--- src/rtl/serial_alu_sequencer_if.sv ---
// Operation bus for serial_alu_sequencer. The requester drives the master
// modport and the sequencer takes the slave modport. The sequencer is
// parameterised with the same WIDTH as the interface instance.
interface serial_alu_sequencer_if #(
  parameter int WIDTH = 4
);
  logic             start;
  logic [1:0]       op;
  logic             sub;
  logic [WIDTH-1:0] a;
  logic [WIDTH-1:0] b;
  logic             busy;
  logic             done;
  logic [WIDTH-1:0] result;
  logic             carry_out;
  logic             zero;
  logic             error;
  logic             overflow;

  modport master (
    output start, op, sub, a, b,
    input  busy, done, result, carry_out, zero, error, overflow
  );

  modport slave (
    input  start, op, sub, a, b,
    output busy, done, result, carry_out, zero, error, overflow
  );
endinterface

--- src/rtl/serial_alu_sequencer.sv ---
// Serial ALU sequencer: drives an external 1-bit ALU one bit at a time
// (reset, hold, sample) and assembles the WIDTH-bit result LSB first.
// Optional feature: define SEQ_OVERFLOW_EN to generate signed overflow for
// the add operation; otherwise the overflow output is tied to 0.
module serial_alu_sequencer #(
  parameter int WIDTH       = 4,
  parameter int HOLD_CYCLES = 6
) (
  input  logic                  clk,
  input  logic                  reset,
  serial_alu_sequencer_if.slave bus,
  output logic                  alu_reset,
  output logic                  alu_op1,
  output logic                  alu_op0,
  output logic                  alu_a,
  output logic                  alu_b,
  output logic                  alu_binv,
  output logic                  alu_cin,
  input  logic                  alu_y1,
  input  logic                  alu_y0,
  input  logic                  alu_error
);

  localparam int                IDX_W       = (WIDTH > 2) ? $clog2(WIDTH) : 1;
  localparam logic [IDX_W-1:0]  LAST_IDX    = IDX_W'(WIDTH - 1);
  localparam logic [5:0]        HOLD_RELOAD = 6'(HOLD_CYCLES - 1);

  typedef enum logic [2:0] {IDLE, CLR, HOLD, SAMPLE, DONE} state_t;

  state_t           state_q, state_d;
  logic [WIDTH-1:0] a_lat_q, a_lat_d;
  logic [WIDTH-1:0] b_lat_q, b_lat_d;
  logic [1:0]       op_lat_q, op_lat_d;
  logic             sub_lat_q, sub_lat_d;
  logic [IDX_W-1:0] idx_q, idx_d;
  logic [5:0]       cnt_q, cnt_d;
  logic             carry_q, carry_d;
  logic [WIDTH-1:0] result_q, result_d;
  logic             carry_out_q, carry_out_d;
  logic             zero_q, zero_d;
  logic             error_q, error_d;
  logic             busy_q, busy_d;
  logic             done_q, done_d;
  logic             alu_reset_q, alu_reset_d;
  logic             alu_op1_q, alu_op1_d;
  logic             alu_op0_q, alu_op0_d;
  logic             alu_a_q, alu_a_d;
  logic             alu_b_q, alu_b_d;
  logic             alu_binv_q, alu_binv_d;
  logic             alu_cin_q, alu_cin_d;
`ifdef SEQ_OVERFLOW_EN
  logic             overflow_q, overflow_d;
`endif

  // Next-state logic; ALU drive is derived from next-state values so every output is a flop.
  always_comb begin
    state_d     = state_q;
    a_lat_d     = a_lat_q;
    b_lat_d     = b_lat_q;
    op_lat_d    = op_lat_q;
    sub_lat_d   = sub_lat_q;
    idx_d       = idx_q;
    cnt_d       = cnt_q;
    carry_d     = carry_q;
    result_d    = result_q;
    carry_out_d = carry_out_q;
    zero_d      = zero_q;
    error_d     = error_q;
    done_d      = 1'b0;
`ifdef SEQ_OVERFLOW_EN
    overflow_d  = overflow_q;
`endif
    case (state_q)
      IDLE: begin
        if (bus.start) begin
          a_lat_d     = bus.a;
          b_lat_d     = bus.b;
          op_lat_d    = bus.op;
          sub_lat_d   = bus.sub;
          idx_d       = '0;
          carry_d     = 1'b0;
          result_d    = '0;
          carry_out_d = 1'b0;
          zero_d      = 1'b0;
          error_d     = 1'b0;
`ifdef SEQ_OVERFLOW_EN
          overflow_d  = 1'b0;
`endif
          state_d     = CLR;
        end
      end
      CLR: begin
        cnt_d   = HOLD_RELOAD;
        state_d = HOLD;
      end
      HOLD: begin
        if (cnt_q == 6'd0) state_d = SAMPLE;
        else               cnt_d   = cnt_q - 6'd1;
      end
      SAMPLE: begin
        result_d[idx_q] = alu_y0;
        carry_d         = alu_y1;
        error_d         = error_q | alu_error;
        if (idx_q == LAST_IDX) begin
          carry_out_d = alu_y1;
`ifdef SEQ_OVERFLOW_EN
          // carry_q still holds the carry into the MSB at this point
          overflow_d  = (op_lat_q == 2'b10) & (carry_q ^ alu_y1);
`endif
          state_d     = DONE;
        end else begin
          idx_d   = idx_q + IDX_W'(1);
          state_d = CLR;
        end
      end
      DONE: begin
        // done is registered out of DONE, so it coincides with the first IDLE cycle
        done_d  = 1'b1;
        zero_d  = (result_q == '0);
        state_d = IDLE;
      end
      default: state_d = IDLE;
    endcase

    busy_d      = (state_d == CLR) || (state_d == HOLD) || (state_d == SAMPLE);
    alu_reset_d = (state_d == IDLE) || (state_d == CLR) || (state_d == DONE);
    alu_op1_d   = 1'b0;
    alu_op0_d   = 1'b0;
    alu_a_d     = 1'b0;
    alu_b_d     = 1'b0;
    alu_binv_d  = 1'b0;
    alu_cin_d   = 1'b0;
    if (state_d != IDLE) begin
      alu_op1_d  = op_lat_d[1];
      alu_op0_d  = op_lat_d[0];
      alu_a_d    = a_lat_d[idx_d];
      alu_b_d    = b_lat_d[idx_d];
      alu_binv_d = sub_lat_d;
      alu_cin_d  = (idx_d == '0) ? sub_lat_d : carry_d;
    end
  end

  // State and output registers with synchronous active-low reset.
  always_ff @(posedge clk) begin
    if (!reset) begin
      state_q     <= IDLE;
      a_lat_q     <= '0;
      b_lat_q     <= '0;
      op_lat_q    <= '0;
      sub_lat_q   <= 1'b0;
      idx_q       <= '0;
      cnt_q       <= '0;
      carry_q     <= 1'b0;
      result_q    <= '0;
      carry_out_q <= 1'b0;
      zero_q      <= 1'b0;
      error_q     <= 1'b0;
      busy_q      <= 1'b0;
      done_q      <= 1'b0;
      alu_reset_q <= 1'b1;
      alu_op1_q   <= 1'b0;
      alu_op0_q   <= 1'b0;
      alu_a_q     <= 1'b0;
      alu_b_q     <= 1'b0;
      alu_binv_q  <= 1'b0;
      alu_cin_q   <= 1'b0;
`ifdef SEQ_OVERFLOW_EN
      overflow_q  <= 1'b0;
`endif
    end else begin
      state_q     <= state_d;
      a_lat_q     <= a_lat_d;
      b_lat_q     <= b_lat_d;
      op_lat_q    <= op_lat_d;
      sub_lat_q   <= sub_lat_d;
      idx_q       <= idx_d;
      cnt_q       <= cnt_d;
      carry_q     <= carry_d;
      result_q    <= result_d;
      carry_out_q <= carry_out_d;
      zero_q      <= zero_d;
      error_q     <= error_d;
      busy_q      <= busy_d;
      done_q      <= done_d;
      alu_reset_q <= alu_reset_d;
      alu_op1_q   <= alu_op1_d;
      alu_op0_q   <= alu_op0_d;
      alu_a_q     <= alu_a_d;
      alu_b_q     <= alu_b_d;
      alu_binv_q  <= alu_binv_d;
      alu_cin_q   <= alu_cin_d;
`ifdef SEQ_OVERFLOW_EN
      overflow_q  <= overflow_d;
`endif
    end
  end

  assign bus.busy      = busy_q;
  assign bus.done      = done_q;
  assign bus.result    = result_q;
  assign bus.carry_out = carry_out_q;
  assign bus.zero      = zero_q;
  assign bus.error     = error_q;
`ifdef SEQ_OVERFLOW_EN
  assign bus.overflow  = overflow_q;
`else
  assign bus.overflow  = 1'b0;
`endif

  assign alu_reset = alu_reset_q;
  assign alu_op1   = alu_op1_q;
  assign alu_op0   = alu_op0_q;
  assign alu_a     = alu_a_q;
  assign alu_b     = alu_b_q;
  assign alu_binv  = alu_binv_q;
  assign alu_cin   = alu_cin_q;

endmodule

--- src/flat_wrapper.sv ---
// flat-port wrapper written by rule: the top's interface ports become plain ports
module serial_alu_sequencer_flat 
#(
  parameter int WIDTH       = 4,
  parameter int HOLD_CYCLES = 6
)
  (clk, reset, alu_reset, alu_op1, alu_op0, alu_a, alu_b, alu_binv, alu_cin, alu_y1, alu_y0, alu_error, bus_start, bus_op, bus_sub, bus_a, bus_b, bus_busy, bus_done, bus_result, bus_carry_out, bus_zero, bus_error, bus_overflow);
  serial_alu_sequencer_if #(.WIDTH(WIDTH)) bus_i ();
  input  logic clk;
  input  logic reset;
  output logic alu_reset;
  output logic alu_op1;
  output logic alu_op0;
  output logic alu_a;
  output logic alu_b;
  output logic alu_binv;
  output logic alu_cin;
  input  logic alu_y1;
  input  logic alu_y0;
  input  logic alu_error;
  input wire logic [$bits(bus_i.start)-1:0] bus_start;
  input wire logic [$bits(bus_i.op)-1:0] bus_op;
  input wire logic [$bits(bus_i.sub)-1:0] bus_sub;
  input wire logic [$bits(bus_i.a)-1:0] bus_a;
  input wire logic [$bits(bus_i.b)-1:0] bus_b;
  output wire logic [$bits(bus_i.busy)-1:0] bus_busy;
  output wire logic [$bits(bus_i.done)-1:0] bus_done;
  output wire logic [$bits(bus_i.result)-1:0] bus_result;
  output wire logic [$bits(bus_i.carry_out)-1:0] bus_carry_out;
  output wire logic [$bits(bus_i.zero)-1:0] bus_zero;
  output wire logic [$bits(bus_i.error)-1:0] bus_error;
  output wire logic [$bits(bus_i.overflow)-1:0] bus_overflow;
  assign bus_i.start = bus_start;
  assign bus_i.op = bus_op;
  assign bus_i.sub = bus_sub;
  assign bus_i.a = bus_a;
  assign bus_i.b = bus_b;
  assign bus_busy = bus_i.busy;
  assign bus_done = bus_i.done;
  assign bus_result = bus_i.result;
  assign bus_carry_out = bus_i.carry_out;
  assign bus_zero = bus_i.zero;
  assign bus_error = bus_i.error;
  assign bus_overflow = bus_i.overflow;
  serial_alu_sequencer #(.WIDTH(WIDTH), .HOLD_CYCLES(HOLD_CYCLES)) u_core (.clk(clk), .reset(reset), .bus(bus_i), .alu_reset(alu_reset), .alu_op1(alu_op1), .alu_op0(alu_op0), .alu_a(alu_a), .alu_b(alu_b), .alu_binv(alu_binv), .alu_cin(alu_cin), .alu_y1(alu_y1), .alu_y0(alu_y0), .alu_error(alu_error));
endmodule
--- config.mk ---
export PLATFORM = sky130hd
export DESIGN_NAME = serial_alu_sequencer_flat
export DESIGN_NICKNAME = d
export VERILOG_FILES = /design/src/rtl/serial_alu_sequencer_if.sv /design/src/rtl/serial_alu_sequencer.sv /design/src/flat_wrapper.sv
export SDC_FILE = /design/constraint.sdc
export NUM_CORES = 1
export LEC_CHECK = 0
export CORE_MARGIN = 3
export CORE_UTILIZATION = 40
export CTS_BUF_LIST = sky130_fd_sc_hd__clkbuf_8
export CTS_CLUSTER_SIZE = 25
export DETAILED_ROUTE_END_ITERATION = 8
export PLACE_DENSITY = 0.74
export SYNTH_ARGS = -nofsm -noshare
export SYNTH_HDL_FRONTEND = slang
export SYNTH_SLANG_ARGS = --single-unit
--- constraint.sdc ---
create_clock -name clk -period 5.1 [get_ports clk]
set_input_delay 1.02 -clock clk [delete_from_list [all_inputs] [get_ports clk]]
set_output_delay 1.02 -clock clk [all_outputs]
set_load 0.05 [all_outputs]
==> impl_table.tex, run 1 <==
% Implementation results table
\begin{tabular}{lr}
\hline
Metric & Value \\
\hline
\multicolumn{2}{l}{\textbf{Clock tree}} \\
\quad CTS hold repair buffers & 0 \\
\quad Number of buffers inserted during clock tree synthesis & 5 \\
\quad Root buf cell & sky130\_fd\_sc\_hd\_\_clkbuf\_8 \\
\multicolumn{2}{l}{\textbf{Outcome}} \\
\quad Run status & finished, final reports clean \\
\multicolumn{2}{l}{\textbf{Finish}} \\
\quad Combinational Gates & 143 \\
\quad Fraction of area in clock buffers and inverters & 5.08\% \\
\quad Net count of the finished layout & 245 \\
\quad Most frequent cells in the layout & sky130\_fd\_sc\_hd\_\_dfxtp\_1 (39), sky130\_fd\_sc\_hd\_\_clkdlybuf4s50\_1 (32), sky130\_fd\_sc\_hd\_\_nand2\_1 (20) \\
\multicolumn{2}{l}{\textbf{Drt}} \\
\quad Pre-antenna DRT Iters & 4 \\
\quad Drt drc & 0 \\
\quad Highest metal layer used by the detailed router & met4 \\
\quad Routed len/inst & 13.5 um \\
\multicolumn{2}{l}{\textbf{Logic synthesis}} \\
\quad Number of nets in the synthesized netlist & 219 \\
\quad Synthesized-area fraction occupied by and/or/nand/nor cells & 25.9\% \\
\quad Fraction of the mapped netlist area in compound gates & 19.4\% \\
\quad Gate count after technology mapping & 201 \\
\quad Largest cells by area & sky130\_fd\_sc\_hd\_\_dfxtp\_1 (44\%), sky130\_fd\_sc\_hd\_\_nor2b\_1 (6.6\%), sky130\_fd\_sc\_hd\_\_nand2\_1 (4.2\%), sky130\_fd\_sc\_hd\_\_nor2\_1 (3.6\%), sky130\_fd\_sc\_hd\_\_a32oi\_1 (2.9\%) \\
\quad Dominant comb cell & simple AND/OR/NAND/NOR gates \\
\quad Netlist Area Pre-Place & 1790 um\^{}2 \\
\quad Number of enable flip-flop cells & 0 \\
\quad Most used DFF post-synth & sky130\_fd\_sc\_hd\_\_dfxtp\_1 \\
\multicolumn{2}{l}{\textbf{Global routing}} \\
\quad Met2 Use GR & 21.9\% \\
\quad Via count of the first global-routing pass & 1370 \\
\multicolumn{2}{l}{\textbf{Critical path}} \\
\quad Critical register-to-register path endpoint & u\_core.alu\_b\$\_SDFF\_PN0\_ \\
\quad R2R cell count & 5 \\
\quad Startpoint kind of the worst setup timing path & primary input \\
\quad Critical path required time & 5250 ps \\
\quad Largest fanout of any net on the critical path & 13 \\
\quad Crit path arrival time & 2990 ps \\
\multicolumn{2}{l}{\textbf{Power and ir drop}} \\
\quad Clock Power Share & 33.4\% \\
\multicolumn{2}{l}{\textbf{Floorplan}} \\
\quad Well-Tap Cells & 50 \\
\multicolumn{2}{l}{\textbf{STA}} \\
\quad Number of hold violations in the final report & 0 \\
\quad Highest clock frequency the design can meet & 0.352 GHz \\
\hline
\end{tabular}
run 1: sequential cells by signal (all words and copies together) (netlist names), 2 cells and up:
register           cells
u_core.bus.result      4
u_core.b_lat_q         4
u_core.state_q         3
u_core.idx_q           2
u_core.cnt_q           6
u_core.a_lat_q         4
u_core.op_lat_q        2
run 1: worst max path at each step:
stage                                     end  slack, ps  cells after the start
finish                u_core.alu_b$_SDFF_PN0_       2260                      6
floorplan           u_core.alu_cin$_SDFF_PN0_       2980                      5
global placement      u_core.alu_b$_SDFF_PN0_       2060                      6
detailed placement    u_core.alu_b$_SDFF_PN0_       1970                      6
CTS                   u_core.alu_b$_SDFF_PN0_       2260                      6
global route          u_core.alu_a$_SDFF_PN0_       2090                      6
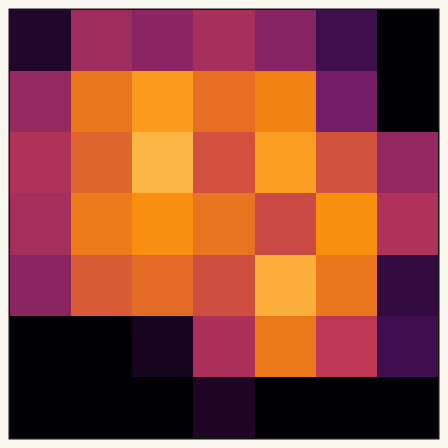
(run_1/density.png)
7 x 7 tiles, from black (low) to pale yellow (high), 0 to 100% covered.
tiles over 75% full: 12%
emptiest ninth of the die: south-west
densest ninth of the die: center
mean over tiles: 41%
utilization after layout: 53.4%
core utilization at floorplan: 43.2%

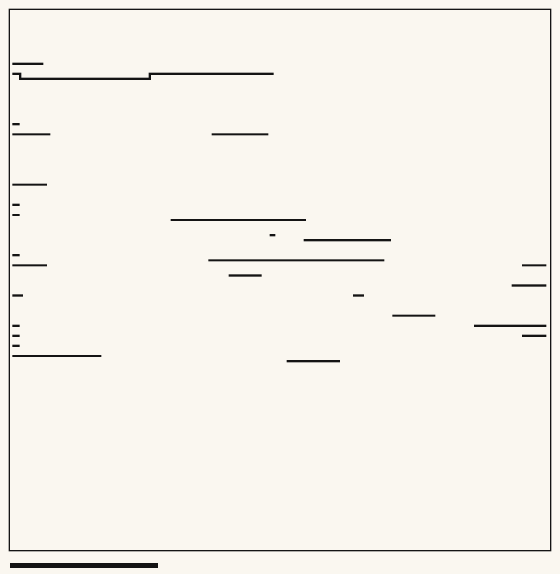
(run_1/met3.png)
Bar = 20 um.
wire length on this layer: 170 um
nets with wire on the layer: 24
longest straight run: 23.5 um
WL final: 3.76 mm
via total after detailed routing: 1484
met3 capacity usage during global routing: 4.27%

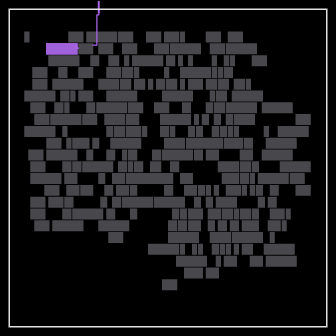
(run_1/port_nets.png)
[purple] alu_op1 | bits: 1 | direction: output | end cells: 1 | buffers: 1 | wire: 10.2 um
Boundary Pins: 34
total of buffers placed on input and output ports: 32

==> run 2: changes to the inputs <==
==> constraint.sdc (replaced) <==
create_clock -name clk -period 2.85 [get_ports clk]
set_input_delay 0.57 -clock clk [delete_from_list [all_inputs] [get_ports clk]]
set_output_delay 0.57 -clock clk [all_outputs]
set_load 0.05 [all_outputs]
==> run 2 against run 1 <==
Effect of this change: wire length is 1.5% lower; synthesized cell count unchanged; register-to-register slack got worse by 2000 ps; cell count up 1.8%; setup slack lost 1500 ps; die size stayed put; critical endpoint is now u_core.alu_cin$_SDFF_PN0_.
==> impl_table.tex, run 2 <==
% Implementation results table
\begin{tabular}{lr}
\hline
Metric & Value \\
\hline
\multicolumn{2}{l}{\textbf{Floorplan}} \\
\quad Well-Tap Cells & 50 \\
\quad Core utilization at floorplan & 43.2\% \\
\quad Boundary Pins & 34 \\
\multicolumn{2}{l}{\textbf{Logic synthesis}} \\
\quad Number of nets in the synthesized netlist & 219 \\
\quad Number of enable flip-flop cells & 0 \\
\quad Gate count after technology mapping & 201 \\
\quad Fraction of the mapped netlist area in compound gates & 19.4\% \\
\quad Largest cells by area & sky130\_fd\_sc\_hd\_\_dfxtp\_1 (44\%), sky130\_fd\_sc\_hd\_\_nor2b\_1 (6.6\%), sky130\_fd\_sc\_hd\_\_nand2\_1 (4.2\%), sky130\_fd\_sc\_hd\_\_nor2\_1 (3.6\%), sky130\_fd\_sc\_hd\_\_a32oi\_1 (2.9\%) \\
\quad Netlist Area Pre-Place & 1790 um\^{}2 \\
\quad Synthesized-area fraction occupied by and/or/nand/nor cells & 25.9\% \\
\quad Dominant comb cell & simple AND/OR/NAND/NOR gates \\
\multicolumn{2}{l}{\textbf{Finish}} \\
\quad Most frequent cells in the layout & sky130\_fd\_sc\_hd\_\_dfxtp\_1 (39), sky130\_fd\_sc\_hd\_\_clkdlybuf4s50\_1 (32), sky130\_fd\_sc\_hd\_\_nand2\_1 (20) \\
\quad Max FFs per register & 6 \\
\quad Combinational Gates & 143 \\
\quad Net count of the finished layout & 250 \\
\quad Fraction of area in clock buffers and inverters & 5.21\% \\
\quad Register containing the most flip-flops in the final layout & u\_core.cnt\_q \\
\multicolumn{2}{l}{\textbf{Clock tree}} \\
\quad CTS hold repair buffers & 0 \\
\quad Root buf cell & sky130\_fd\_sc\_hd\_\_clkbuf\_8 \\
\quad Number of buffers inserted during clock tree synthesis & 5 \\
\multicolumn{2}{l}{\textbf{Power and ir drop}} \\
\quad Leading power group & registers \\
\multicolumn{2}{l}{\textbf{Critical path}} \\
\quad Critical path depth & 6 \\
\quad Largest fanout of any net on the critical path & 13 \\
\quad Crit path arrival time & 2320 ps \\
\quad Startpoint kind of the worst setup timing path & primary input \\
\quad Endpoint of the most critical setup path & u\_core.alu\_cin\$\_SDFF\_PN0\_ \\
\quad Critical path required time & 3040 ps \\
\multicolumn{2}{l}{\textbf{Drt}} \\
\quad Pre-antenna DRT Iters & 4 \\
\quad Drt drc & 0 \\
\quad Highest metal layer used by the detailed router & met4 \\
\multicolumn{2}{l}{\textbf{STA}} \\
\quad Number of hold violations in the final report & 0 \\
\quad Highest clock frequency the design can meet & 0.469 GHz \\
\multicolumn{2}{l}{\textbf{Global routing}} \\
\quad Met3 capacity usage during global routing & 4.55\% \\
\quad Via count of the first global-routing pass & 1359 \\
\multicolumn{2}{l}{\textbf{Outcome}} \\
\quad Run status & finished, final reports clean \\
\hline
\end{tabular}
-- run 2: cell count changes in the layout (fill, tap and decap cells not counted) --
cell	previous run	this run
sky130_fd_sc_hd__clkbuf_8	5	6
sky130_fd_sc_hd__clkinv_4	1	0
sky130_fd_sc_hd__buf_4	0	5
-- run 2: metrics by stage --
step	utilization, %	setup slack (ps)	total power, uW	hold slack [ps]
2_1_floorplan	-	1150	867	439
6_report	54.5	719	1410	465
4_1_cts	54.5	726	1420	471
5_1_grt	54.5	638	1480	492
3_5_place_dp	51.6	415	949	459
3_3_place_gp	51.6	454	946	456
-- run 2: tightest hold or removal path, cell delays in order (launching register included) --
cell and delay, ps:
sky130_fd_sc_hd__dfxtp_1 300, sky130_fd_sc_hd__nand2_1 70, sky130_fd_sc_hd__a21boi_1 60
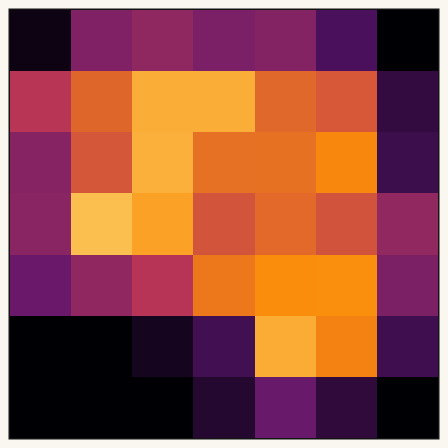
(run_2/density.png)
7 x 7 tiles, from black (low) to pale yellow (high), 0 to 100% covered.
densest ninth of the die: center
fullest tile: 86%
emptiest ninth of the die: south-west
nearly empty tiles: 14%
tiles over 75% full: 16%
mean over tiles: 41%
Floorplan Core Area: 4140 um^2
utilization after layout: 54.5%

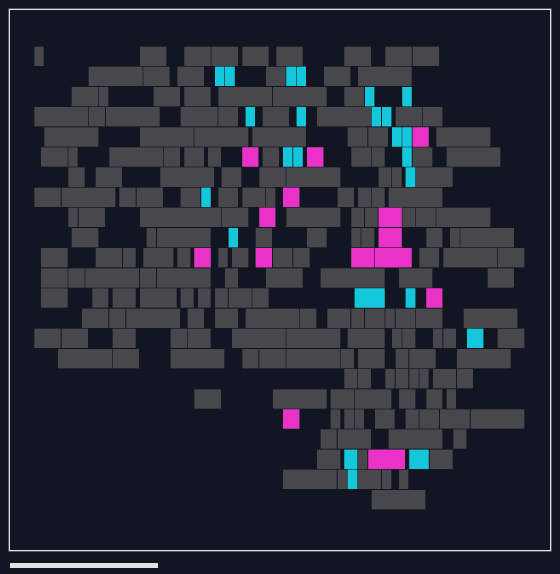
(run_2/gate_families.png)
Bar = 20 um.
[magenta] AND and OR gates | cells: 14
[cyan] NAND gates | cells: 24
fraction of area in multi-input gates: 40.6%
final cell count without fillers: 283

Power and IR drop assume default switching activity.
